**src/rtl/led_pattern_scheduler.sv**
```systemverilog
// led_pattern_scheduler: steps active-low LEDs through idle/chase/bounce/blink.
// Define LED_PWM_DIM_EN to add a brightness input and PWM dimming of lit LEDs.
module led_pattern_scheduler #(
  parameter int STEP_CYCLES = 1200000,
  parameter int NUM_LEDS    = 8
`ifdef LED_PWM_DIM_EN
  ,
  parameter int PWM_BITS    = 4
`endif
) (
  input  logic                        clk,
  input  logic                        rst,
  input  logic                        req_valid,
  input  logic [1:0]                  req_mode,
  output logic                        req_ready,
  input  logic                        pause,
`ifdef LED_PWM_DIM_EN
  input  logic [PWM_BITS-1:0]         brightness,
`endif
  output logic [NUM_LEDS-1:0]         led_n,
  output logic                        step_tick,
  output logic [$clog2(NUM_LEDS)-1:0] pos
);
  localparam int PW = $clog2(NUM_LEDS);
  localparam int CW = $clog2(STEP_CYCLES);
  localparam logic [CW-1:0] TC   = CW'(STEP_CYCLES - 1);
  localparam logic [PW-1:0] PMAX = PW'(NUM_LEDS - 1);

  typedef enum logic [1:0] {
    IDLE   = 2'd0,
    CHASE  = 2'd1,
    BOUNCE = 2'd2,
    BLINK  = 2'd3
  } state_t;

  state_t        state, nxt_state;
  logic [CW-1:0] presc, nxt_presc;
  logic [PW-1:0] nxt_pos;
  logic          pend_valid, nxt_pv;
  logic [1:0]    pend_mode, nxt_pm;
  logic          dir, nxt_dir;
  logic          phase, nxt_phase;
  logic          nxt_tick, nxt_ready;
  logic          tc, dim_on;

  function automatic logic [NUM_LEDS-1:0] lit_of(
    input state_t s, input logic [PW-1:0] p, input logic ph);
    logic [NUM_LEDS-1:0] m;
    m = '0;
    case (s)
      CHASE, BOUNCE: m[p] = 1'b1;
      BLINK:         m = ph ? '0 : '1;
      default:       m = '0;
    endcase
    return m;
  endfunction

`ifdef LED_PWM_DIM_EN
  logic [PWM_BITS-1:0] pwm_cnt;
  assign dim_on = (pwm_cnt < brightness);

  // Free-running dimming counter; keeps running while paused.
  always_ff @(posedge clk) begin
    if (rst) pwm_cnt <= '0;
    else     pwm_cnt <= pwm_cnt + PWM_BITS'(1);
  end
`else
  assign dim_on = 1'b1;
`endif

  assign tc = (presc == TC);

  // Next-state: prescaler, mode apply on step boundaries, pattern stepping.
  always_comb begin
    nxt_state = state;
    nxt_presc = presc;
    nxt_pos   = pos;
    nxt_dir   = dir;
    nxt_phase = phase;
    nxt_tick  = 1'b0;
    nxt_pv    = pend_valid;
    nxt_pm    = pend_mode;
    nxt_ready = req_ready;
    if (!pause) begin
      nxt_presc = tc ? '0 : presc + CW'(1);
      if (pend_valid && (state == IDLE || tc)) begin
        nxt_state = state_t'(pend_mode);
        nxt_pos   = '0;
        nxt_dir   = 1'b0;
        nxt_phase = 1'b0;
        nxt_pv    = 1'b0;
        nxt_ready = 1'b1;
        nxt_tick  = tc && (state != IDLE);
        if (state == IDLE) nxt_presc = '0;
      end else if (tc && state != IDLE) begin
        nxt_tick = 1'b1;
        case (state)
          CHASE: nxt_pos = (pos == PMAX) ? '0 : pos + PW'(1);
          BOUNCE: begin
            if (!dir) begin
              if (pos == PMAX) begin
                nxt_pos = pos - PW'(1);
                nxt_dir = 1'b1;
              end else begin
                nxt_pos = pos + PW'(1);
              end
            end else begin
              if (pos == '0) begin
                nxt_pos = PW'(1);
                nxt_dir = 1'b0;
              end else begin
                nxt_pos = pos - PW'(1);
              end
            end
          end
          BLINK:   nxt_phase = ~phase;
          default: nxt_pos = pos;
        endcase
      end
    end
    if (req_valid && req_ready) begin
      nxt_pv    = 1'b1;
      nxt_pm    = req_mode;
      nxt_ready = 1'b0;
    end
  end

  // Pattern FSM with registered outputs; reset dominates.
  always_ff @(posedge clk) begin
    if (rst) begin
      state      <= IDLE;
      presc      <= '0;
      pos        <= '0;
      dir        <= 1'b0;
      phase      <= 1'b0;
      pend_valid <= 1'b0;
      pend_mode  <= 2'd0;
      req_ready  <= 1'b1;
      step_tick  <= 1'b0;
      led_n      <= '1;
    end else begin
      state      <= nxt_state;
      presc      <= nxt_presc;
      pos        <= nxt_pos;
      dir        <= nxt_dir;
      phase      <= nxt_phase;
      pend_valid <= nxt_pv;
      pend_mode  <= nxt_pm;
      req_ready  <= nxt_ready;
      step_tick  <= nxt_tick;
      led_n      <= ~(lit_of(nxt_state, nxt_pos, nxt_phase)
                      & {NUM_LEDS{dim_on}});
    end
  end

endmodule

```
**config.mk**
```make
export PLATFORM = sky130hd
export DESIGN_NAME = led_pattern_scheduler
export DESIGN_NICKNAME = d
export VERILOG_FILES = /design/src/rtl/led_pattern_scheduler.sv
export SDC_FILE = /design/constraint.sdc
export NUM_CORES = 1
export LEC_CHECK = 0
export CAP_MARGIN = 10
export CORE_UTILIZATION = 60
export DETAILED_ROUTE_END_ITERATION = 12
export HOLD_SLACK_MARGIN = 0.06
export PLACE_DENSITY = 0.81
export SETUP_SLACK_MARGIN = 0.2
export SYNTH_ARGS = -nofsm -noshare
export SYNTH_HDL_FRONTEND = slang
export SYNTH_SLANG_ARGS = --single-unit
```
**constraint.sdc**
```tcl
create_clock -name clk -period 8.75 [get_ports clk]
set_clock_uncertainty 0.05 [all_clocks]
set_input_delay 1.75 -clock clk [delete_from_list [all_inputs] [get_ports clk]]
set_output_delay 1.75 -clock clk [all_outputs]
set_load 0.005 [all_outputs]
```
==> results.py, run 1 <==
# Synthesis and PnR figures
metrics = {
    "routing": {
        "first_pass_iters": 4,
    },
    "worst_hold_path": {
        "hold_path_class": "reg -> reg",
        "min_to": "pend_mode[0]",
    },
    "die": {
        "tap_cells": 46,
        "core_sq_um": 3470,
        "rows": 21,
        "boundaryPins": 19,
        "die.size.y_microns": 63.5,
    },
    "power": {
        "power.density_nw_per_um2": 134,
        "combinationalPowerShare_pct": 7.6,
        "power.group.top": "sequential cells",
        "p_int_uw": 255,
        "leakage_uw": 0.000928,
        "pwr-share-seq_pct": 56.8,
        "p_comb_uw": 25.6,
        "power.switching_uw": 81.7,
        "power.total_uw": 336,
        "switching_share_pct": 24.3,
    },
    "final_timing": {
        "setup_violations": 0,
        "max_freq_ghz": 0.242,
        "period_used_pct": 47.3,
        "tns_ps": 0,
        "finalHoldViolCount": 0,
        "tightest_slew_ps": 959,
        "period_needed_ps": 4140,
    },
    "final_layout": {
        "largest_cell_class": "logic gates",
        "design.seq.count": 41,
        "num-nonclk-inverters": 11,
        "clock_buffers": 8,
        "final-nonclk-buf-share_pct": 7.46,
        "final_area_sq_um": 2510,
        "final_cell_mix": "41 x dfxtp_1, 28 x a21oi_1, 27 x nor2_1",
        "regArea_sq_um": 821,
        "logic_area_sq_um": 1330,
        "fin_util_pct": 72.5,
    },
    "synth": {
        "fa_ha_area_share_pct": 6.62,
        "yosys.area.top_type": "dfxtp_1",
        "mux_area_share_pct": 1.32,
        "synthDistinctLibCells": 50,
        "yosys-top-cells-count": "41 x dfxtp_1, 28 x a21oi_1, 27 x nor2_1, 22 x nand2_1, 14 x nand3_1",
        "simple_gate_share_pct": 25.0,
        "ys_async_sr_fraction_pct": 0,
        "syn_nets": 289,
    },
    "clock_network": {
        "cts_setup_buffers": 0,
        "cts.sinks": 41,
        "clk-insertion-delay-late_ps": 290,
        "cts_hold_buf": 0,
        "cts_buffer_depth": 2,
        "cts_resized": 0,
        "cts_tree": "done",
        "clk_pin_slew_ps": 70,
    },
    "setup_path": {
        "rr_endpoint": "led_n[1]",
        "crit_slowest_cell": "clkdlybuf4s50_1",
        "rr_startpoint": "presc[0]",
        "cpPeakStageDelay_ps": 840,
        "end_kind": "register",
        "critical_path.cell_chain": "clkdlybuf4s50_1, nor2_1, o21ai_4, mux2i_1, inv_1, ha_1, nand2_1, nor3_1, nor2b_1, a21oi_1",
        "cp.required_ps": 8860,
        "cp-start-kind": "input port",
    },
    "grt": {
        "grtUsageTotal_pct": 26.9,
        "grt_pass1_vias": 1826,
        "antenna_found_initial": 0,
        "grt_start_max_net_pins": 33,
    },
    "outcome": {
        "outcome": "completed",
    },
    "placement": {
        "gp_congestion": 0.955,
        "dpl_cell_area_sq_um": 2430,
        "portBuffers": 18,
        "place_inst": 322,
    },
    "job": {
        "warnings": 32,
    },
}
==> run 1: critical path: cells and delay by family <==
family / cells / cell delay (ps)
muxes: 1 / 350
and+or+nand+nor: 4 / 680
AOI/OAI and AO/OA: 2 / 250
buffers and inverters: 2 / 920
adders and majority gates: 1 / 290
==> run 1: flip-flops by register name, indices dropped and copies added, names as in the netlist <==
register	flops
state	2
pend_valid	1
presc	21
led_n	8
dir	1
req_ready	1
pend_mode	2
pos	3
step_tick	1
phase	1
==> run 1: metal layers <==
layer / share of wire (%) / track usage [%] / vias to the layer above / wire length, microns
met1: 50 / 38.2 / 927 / 2480
li1: - / - / 1022 / -
met5: 0 / 0 / - / 0
met3: 5.6 / 5.43 / 4 / 276
met4: 0.77 / 7.67 / 0 / 38
met2: 43 / 41.0 / 63 / 2120
**Run 1: layout detail**

Window x 17 to 47, y 4 to 34 microns. Cells in grey, sequential cells in the stronger grey; small squares are vias.
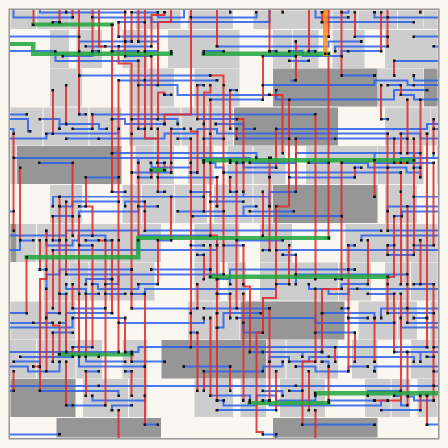
orange -> met4
red -> met2
blue -> met1
green -> met3
most frequent = a21oi_1 (9), dfxtp_1 (9), nor2_1 (7)
sequential cells in the window = 9
cells with their middle in the window = 81
netlist names of flops here include = `presc` (8), `dir` (1)

**Run 1: routed metal per tile**

(6 px per micron) The die is cut into 13 by 13 equal tiles; white is low, dark blue is high, scaled to the fullest tile. Values are wire area over tile area, all layers added.
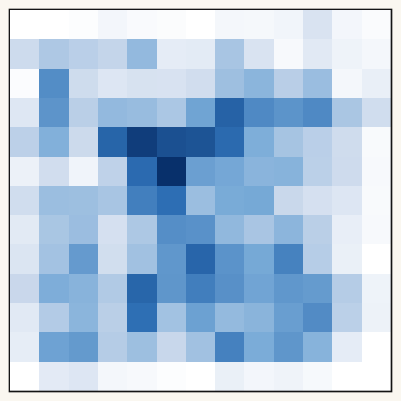
fullest tile = 0.60
tiles over half the peak = 25%
densest ninth of the die = centre
WL/cell: 14.9 microns
vias: 2,016

**Run 1: selected gate families**

(10 px per micron)
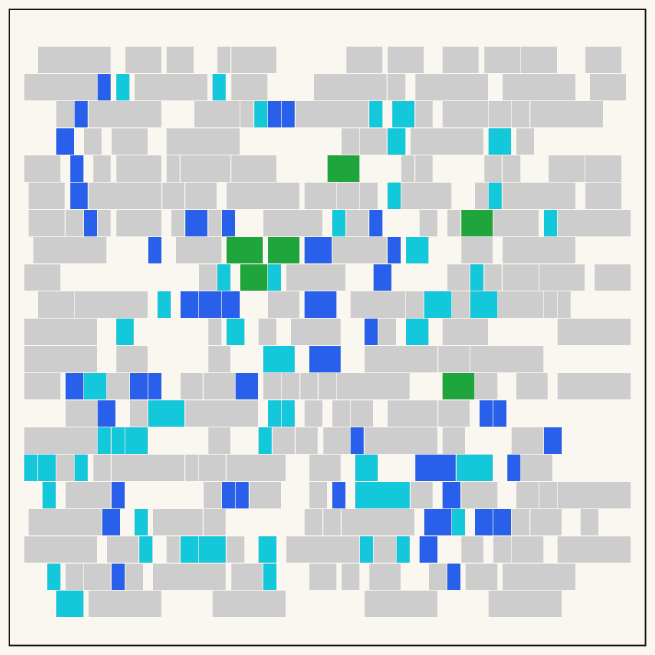
green -> AND-OR and OR-AND gates  # cells 6, most used a31o_2
cyan -> NOR gates  # cells 48, most used nor2_1, where spread over the die
blue -> NAND gates  # cells 44, most used nand2_1

**Run 1: routing congestion map**

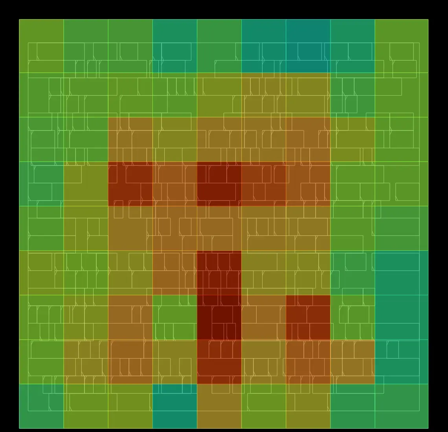

## Run 2: what changed since run 1
--- a/config.mk
+++ b/config.mk
@@ -6,10 +6,10 @@
 export NUM_CORES = 1
 export LEC_CHECK = 0
 export CAP_MARGIN = 10
-export CORE_UTILIZATION = 60
+export CORE_UTILIZATION = 52
 export DETAILED_ROUTE_END_ITERATION = 12
 export HOLD_SLACK_MARGIN = 0.06
-export PLACE_DENSITY = 0.81
+export PLACE_DENSITY = 0.75
 export SETUP_SLACK_MARGIN = 0.2
 export SYNTH_ARGS = -nofsm -noshare
 export SYNTH_HDL_FRONTEND = slang
==> constraint.sdc (replaced) <==
create_clock -name clk -period 3.6 [get_ports clk]
set_clock_uncertainty 0.05 [all_clocks]
set_input_delay 0.72 -clock clk [delete_from_list [all_inputs] [get_ports clk]]
set_output_delay 0.72 -clock clk [all_outputs]
set_load 0.005 [all_outputs]
**Run 2: routing congestion map**

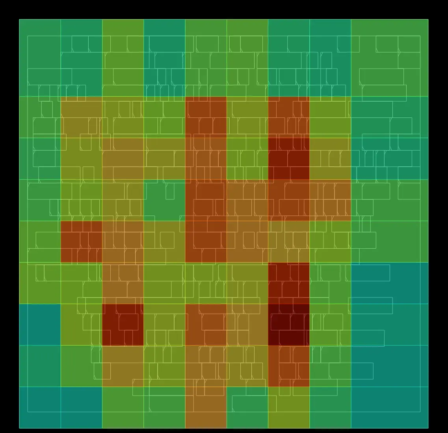
grt met3 use: 4.00%
grt peak-use layer: met1
WL/cell: 14.4 microns
Final Util: 62.8%

**Run 2: routed metal per tile**

(6 px per micron) The die is cut into 14 by 14 equal tiles; white is low, dark blue is high, scaled to the fullest tile. Values are wire area over tile area, all layers added.
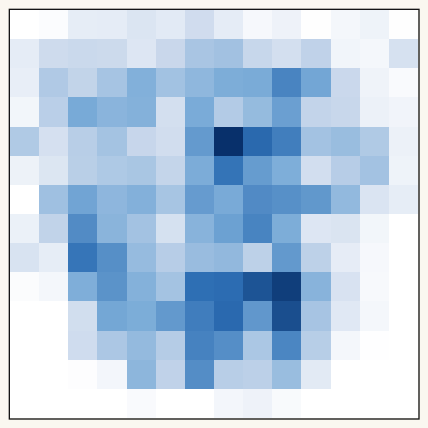
vias: 2,026
Tot GR Track Use: 23.2%
routed wire length: 4820 microns

==> run 2 against run 1 <==
Clock power increased to 3.1 times the previous value. Via count increased by 0.50%. Non-clock buffer count increased by 1. Largest power group unchanged.
==> results.py, run 2 <==
# Synthesis and PnR figures
metrics = {
    "grt": {
        "grt_pass1_wl_microns": 8170,
        "grt_pass1_vias": 1728,
        "antenna_found_initial": 0,
        "grt-ovfl-total": 0,
        "grt_start_max_net_pins": 33,
    },
    "final_layout": {
        "sh_comb_area_pct": 51.7,
        "layout-drive-gt1-share_pct": 7.37,
        "final-nonclk-buf-share_pct": 7.60,
        "clock_buffers": 6,
        "top_register": "presc",
        "layout_top_cell": "dfxtp_1",
        "design.seq.count": 41,
        "buffers_excl_clock": 20,
        "syn2layout_area_growth_pct": 13.2,
        "finalNetCount": 302,
        "fill_cells": 357,
        "instances_no_fill": 335,
        "reg.largest.list": "presc: 21 flops, led_n: 8 flops, pos: 3 flops",
        "logic_area_sq_um": 1330,
        "logic_gate_count": 205,
        "clock_area_share_pct": 4.68,
        "final_cell_mix": "41 x dfxtp_1, 28 x a21oi_1, 27 x nor2_1",
        "largest_reg_flops": 21,
        "regArea_sq_um": 821,
        "seq_share_pct": 32.0,
        "largest_cell_class": "logic gates",
        "final_area_sq_um": 2570,
        "diodes": 0,
        "num-nonclk-inverters": 11,
    },
    "worst_hold_path": {
        "hold_start": "pend_mode[1]",
        "hold_path_class": "reg -> reg",
        "min_to": "pend_mode[1]",
        "whs_path_depth": 2,
    },
    "synth": {
        "synthDistinctLibCells": 50,
        "ys_cells": 271,
        "edf_count": 0,
        "ys_chip_area_sq_um": 2270,
        "ys_async_sr_fraction_pct": 0,
        "yosys.area.top_type": "dfxtp_1",
        "ys_seq_elements": 41,
        "simple_gate_share_pct": 25.0,
        "syn_nets": 289,
        "top_cells_by_area": "dfxtp_1 36%, ha_1 6.6%, a21oi_1 6.2%, nor2_1 4.5%, nand2_1 3.6%",
        "fa_ha_area_share_pct": 6.62,
        "synth_area_per_cell_sq_um": 8.37,
        "yosys-top-cells-count": "41 x dfxtp_1, 28 x a21oi_1, 27 x nor2_1, 22 x nand2_1, 14 x nand3_1",
        "ys_seq_share_pct": 36.2,
        "top_cell": "dfxtp_1",
        "flop_cell": "dfxtp_1",
        "ys_sh_xor_pct": 1.55,
        "mux_area_share_pct": 1.32,
        "top_area_share_pct": 36.2,
        "topCombFamilyByArea": "simple AND/OR/NAND/NOR gates",
        "synthCells": 271,
        "ys_sh_aoi_pct": 24.1,
        "yosys_warnings": 0,
        "syn_area_sq_um": 2270,
    },
    "setup_path": {
        "end_kind": "register",
        "cpPeakStageDelay_ps": 350,
        "cp_max_fo": 7,
        "rr_startpoint": "presc[0]",
        "crit_arrival_ps": 3100,
        "cp-startpoint": "presc[0]",
        "crit_end": "led_n[1]",
        "cp.required_ps": 3700,
        "crit_slowest_cell": "dfxtp_1",
        "criticalPathCategory": "reg -> reg",
        "crit_buf_inv": 1,
        "cp_num_cells": 12,
        "critical_path.cell_chain": "ha_1, and3_1, and2_1, and3_1, o21ai_4, mux2i_1, inv_1, ha_1, nand2_1, nor3_1, nor2b_1, a21oi_1",
        "cpLargestDelayFamily": "simple AND/OR/NAND/NOR gates",
        "r2r_setup_slack_ps": 600,
        "rr_endpoint": "led_n[1]",
        "cp-start-kind": "register",
        "worstRegToRegCells": 12,
    },
    "placement": {
        "portBuffers": 18,
        "hpwl_microns": 3390,
        "dpl_cell_area_sq_um": 2450,
        "post-place-ws_ps": 648,
        "place_inst": 327,
        "gp_congestion": 0.863,
    },
    "final_timing": {
        "period_needed_ps": 3000,
        "tns_ps": 0,
        "max_freq_ghz": 0.333,
        "holdWs_ps": 427,
        "max_slew_margin_pct": 34.8,
        "final.setup.worst_slack_ps": 598,
        "period_used_pct": 83.4,
        "slew_viol_final": 0,
        "setup_violations": 0,
        "rsz0062_at_grt": "no",
        "finalHoldViolCount": 0,
        "tightest_slew_ps": 972,
    },
    "clock_network": {
        "cts_buffer_depth": 2,
        "cts_hold_buf": 0,
        "numCtsBuffers": 5,
        "cts_tree": "done",
        "clk-insertion-delay-late_ps": 290,
        "cts_resized": 0,
        "htreeDepth": 2,
        "clk_pin_slew_ps": 80,
        "cts_setup_buffers": 0,
        "cts.sinks": 41,
        "clock-root-buffer": "clkbuf_8",
    },
    "die": {
        "boundaryPins": 19,
        "die-width_microns": 68.0,
        "rows": 23,
        "die.size.y_microns": 68.0,
        "tap_cells": 50,
        "core_sq_um": 4090,
        "die_area_sq_um": 4630,
        "fp_util_pct": 55.5,
    },
    "power": {
        "peakVddDrop_uv": 259,
        "leakage_uw": 0.000951,
        "power.total_uw": 905,
        "power.density_nw_per_um2": 352,
    },
    "routing": {
        "first_pass_iters": 4,
        "viasPerCell": 6.05,
        "drc": 0,
        "drtAntennaViolNets": 0,
        "drt-initial-drc-count": 187,
    },
    "job": {
        "drv_cap": 0,
        "warnings": 32,
    },
    "outcome": {
        "outcome": "completed",
    },
}
## run 2: cell count changes in the layout (fill, tap and decap cells not counted)
| cell | previous run | this run |
|---|---|---|
| clkbuf_8 | 5 | 6 |
| bufinv_16 | 0 | 1 |
| buf_4 | 1 | 2 |
| clkinvlp_4 | 0 | 1 |
| clkbuf_1 | 3 | 0 |
## run 2: where the power goes
group | total (uW) | internal (uW) | leakage [uW] | switching, uW
clock | 377 | 225 | 0.0000574 | 152
combinational | 62.8 | 23.1 | 0.000562 | 39.7
sequential | 465 | 458 | 0.000332 | 6.18
total | 905 | 707 | 0.000951 | 198
## run 2: metal layers
metal,up-vias,track usage (%),wire [microns]
met5,-,0,0
met4,0,7.55,41
met3,4,4.00,260
met2,63,32.8,2040
met1,941,35.1,2480
li1,1018,-,-
Power is estimated from default activity; no workload was simulated.
